<file path="src/rtl/valid_ready_arbiter.sv">
`default_nettype none
// ============================================================================
// valid_ready_arbiter : round-robin arbiter onto one registered valid/ready
//                       channel, valid dropped for one cycle after every handshake.
// Revision 1.0
// ============================================================================
module valid_ready_arbiter #(
  parameter int NREQ    = 4,
  parameter int AW      = 2,
  parameter int DW      = 4,
  parameter int TIMEOUT = 16
) (
  input  logic                    clk,
  input  logic                    rst,
  input  logic [NREQ-1:0]         req_valid,
  output logic [NREQ-1:0]         req_ready,
  input  logic [NREQ*AW-1:0]      req_addr,
  input  logic [NREQ*DW-1:0]      req_data,
  output logic                    valid,
  input  logic                    ready,
  output logic [AW-1:0]           addr,
  output logic [DW-1:0]           data,
  output logic [$clog2(NREQ)-1:0] grant_id,
  output logic                    busy,
  output logic                    timeout_err
);

  localparam int IW = $clog2(NREQ);
  localparam int CW = $clog2(TIMEOUT + 1);

  typedef enum logic [0:0] {
    IDLE = 1'b0,
    SEND = 1'b1
  } state_t;

  state_t          state;
  state_t          state_next;
  logic [IW-1:0]   last;
  logic [IW-1:0]   win;
  logic            found;
  logic [CW-1:0]   stall_cnt;
  logic            take;

  // Search upward from last+1 with explicit wrap so non-power-of-two NREQ works.
  always_comb begin : p_arb
    logic [IW-1:0] cand;
    win   = '0;
    found = 1'b0;
    cand  = last;
    for (int k = 0; k < NREQ; k++) begin
      cand = (cand == IW'(NREQ - 1)) ? '0 : cand + 1'b1;
      if (!found && req_valid[cand]) begin
        found = 1'b1;
        win   = cand;
      end
    end
  end

  // Gated by rst so no requester sees an accept while reset is held.
  assign take = (state == IDLE) && found && rst;

  always_comb begin
    req_ready = '0;
    if (take) begin
      req_ready[win] = 1'b1;
    end
  end

  always_ff @(posedge clk or negedge rst) begin
    if (!rst) begin
      state <= IDLE;
    end else begin
      state <= state_next;
    end
  end

  always_comb begin
    state_next = state;
    case (state)
      IDLE:    if (take)  state_next = SEND;
      SEND:    if (ready) state_next = IDLE;
      default: state_next = IDLE;
    endcase
  end

  always_ff @(posedge clk or negedge rst) begin
    if (!rst) begin
      addr        <= '0;
      data        <= '0;
      grant_id    <= '0;
      last        <= IW'(NREQ - 1);
      stall_cnt   <= '0;
      timeout_err <= 1'b0;
    end else begin
      if (take) begin
        addr      <= req_addr[win*AW +: AW];
        data      <= req_data[win*DW +: DW];
        grant_id  <= win;
        last      <= win;
        stall_cnt <= '0;
      end else if (state == SEND && !ready) begin
        if (stall_cnt != CW'(TIMEOUT)) begin
          stall_cnt <= stall_cnt + 1'b1;
        end
        if (stall_cnt == CW'(TIMEOUT - 1)) begin
          timeout_err <= 1'b1;
        end
      end
    end
  end

  assign valid = (state == SEND);
  assign busy  = (state == SEND);

endmodule
`default_nettype wire

</file>
<file path="config.mk">
export PLATFORM = sky130hd
export DESIGN_NAME = valid_ready_arbiter
export DESIGN_NICKNAME = d
export VERILOG_FILES = /design/src/rtl/valid_ready_arbiter.sv
export SDC_FILE = /design/constraint.sdc
export NUM_CORES = 1
export LEC_CHECK = 0
export CAP_MARGIN = 30
export CORE_ASPECT_RATIO = 0.9
export CORE_MARGIN = 5
export CORE_UTILIZATION = 45
export DETAILED_ROUTE_END_ITERATION = 10
export HOLD_SLACK_MARGIN = 0.1
export PLACE_DENSITY_LB_ADDON = 0.2
export REMOVE_ABC_BUFFERS = 1
export SLEW_MARGIN = 20
export SYNTH_ARGS = -nofsm -noshare
export SYNTH_HDL_FRONTEND = slang
export SYNTH_SLANG_ARGS = --single-unit
</file>
<file path="constraint.sdc">
create_clock -name clk -period 6.2 [get_ports clk]
set_clock_uncertainty 0.05 [all_clocks]
set_input_delay 1.24 -clock clk [delete_from_list [all_inputs] [get_ports clk]]
set_output_delay 1.24 -clock clk [all_outputs]
set_load 0.01 [all_outputs]
</file>
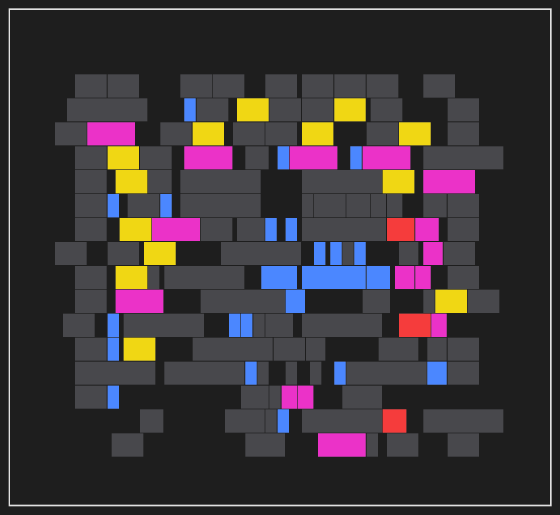
(logic cells by family)
Key: mux cells = yellow [cells 13]; non-inverting ao/oa cells = red [cells 3]; nand cells = blue [cells 23]; aoi and oai cells = magenta [cells 15]
dominant logic cell type in the layout: clkdlybuf4s50_1
combinational share of cell area: 38.3%
non-filler instance count after layout: 173

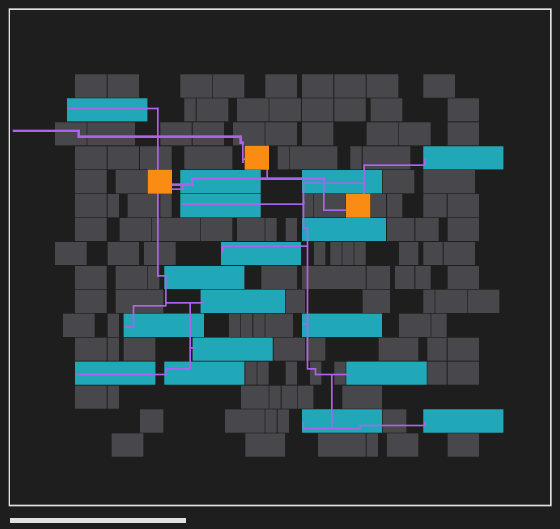
(clock wires, drivers and flops)
The bar under the picture is 20 um long.
Key: clock-net drivers = orange [count 3]; clock wires = purple [length 222 um]; flip-flops = cyan [count 17]
There are 4 routed clock nets.
clk pwr: 60.0 uW
Clk pwr share: 10.4%
Latency at later pin: 290 ps

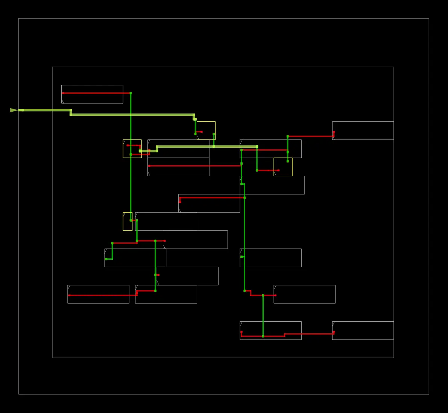
(clock nets)
flip-flops: 17
clock sink total: 17

==> summary.txt <==
Inverters, non-clock = 3
RSZ-0062 raised after global routing = no
Worst Hold Path Cells = 2
met3 Usage GRT = 6.26%
Hold Vio Cnt, Final = 0
most instantiated library cell after synthesis = nand2_1
top sig layer = met3
ys flops = 17
met2 Use GR = 28.5%
Tcrit/Tclk final = 76.7%
Clock Pin Slew Worst Setup and Hold Paths = 90 ps
Leakage Power = 0.682 nW
Clock Network Area Fraction = 1.69%
outcome = completed
Buffers on Ports = 45
first-pass GRT wire length = 4620 um
hold buffer count at cts = 0
number of global-route vias before repair = 1,004
die height = 56.2 um
Residual DRC = 0
Non-clock buffers, area share = 29.5%
comb pwr = 331 uW
CP max stage delay = 550 ps
yosys cell count = 100
biggest regs = stall_cnt (5), data (4)
Top non-seq family = simple AND/OR/NAND/NOR gates
number of logged tool warnings = 26
post-synthesis cell area = 1070 um^2
WL/cell = 15.5 um
sequential area share after synthesis = 40.0%
Setup crit end = req_ready[1]
Placement Rows = 16
# diodes = 0
Slowest cell on crit path = clkdlybuf4s50_1
cell family with most CP delay = buffers and inverters
Worst Setup End Kind = primary output
tapcell count = 27
width of the die = 61.4 um
Power Internal = 350 uW
CTS Buf Count = 3
top power group = combinational cells
Mapped Cells = 100
GR Util met1 = 22.5%
met2 routed WL = 1340 um
post-CTS resize count = 0
routability congestion estimate = 0.764
post-synth top area share = 35.1%
Area growth, synth to finish = 45.2%
cells along the critical path = clkdlybuf4s50_1 > a21boi_1 > o22ai_1 > a21oi_4 > nand2_1 > nor2_1 > clkdlybuf4s50_1
fin. max-slew vios = 0
CTS root buffer = clkbuf_4
number of flip-flops in the largest register = 5
Cell Type Count = 33
Core ar. = 2220 um^2
Hold Slack = 421 ps
Max-Cap Viols = 0
Worst Tran Pin Value = 567 ps
Crit path depth = 7
Worst Hold Launch = last[1]$_DFFE_PN1P_
Power Density = 372 nW/um^2
Vias/cell = 5.38
setup slack after layout = 1440 ps
Fmax achieved = 0.210 GHz
Synth warnings = 0
synthesis area per yosys = 1070 um^2
Simple-Gate Area Share = 18.7%
post-route setup TNS = 0 ps
DRT Pass-1 Iters = 4
CTS H-tree depth = 1
setup violators final = 0
IO Pins = 46
Worst EP arrival = 3470 ps
Critical Path Fanout Max = 15
Placed Area = 1530 um^2
Reg power frac = 32.3%
peak supply drop = 0.000279 V
combinational share of power = 57.3%
Total Nets Final = 182
clock buffers = 4
Seq area share = 27.6%
Die Size = 3450 um^2
Max clock buf depth = 2
Avg Inst Size Synth = 10.7 um^2
final WL = 2680 um
Yosys top cell by area = dfrtp_1
Async S/R FF share, synth = 100%
count of plain and timing-repair buffers = 46
Rel. slew slack = 62.1%
EDFF count, synth = 0
Sw Pwr = 227 uW
FF+latch area = 428 um^2
overall power = 577 uW
biggest area cells = dfrtp_1 (35%), mux2i_1 (12%), o221ai_2 (8.4%)
maximum number of pins on one net before global-route repair = 20
top_reg_cell synth = dfrtp_1
Critical Path Start Type = input port
worst min-delay path class = register to register
Largest cell class = logic gates
Power and IR drop assume default switching activity.
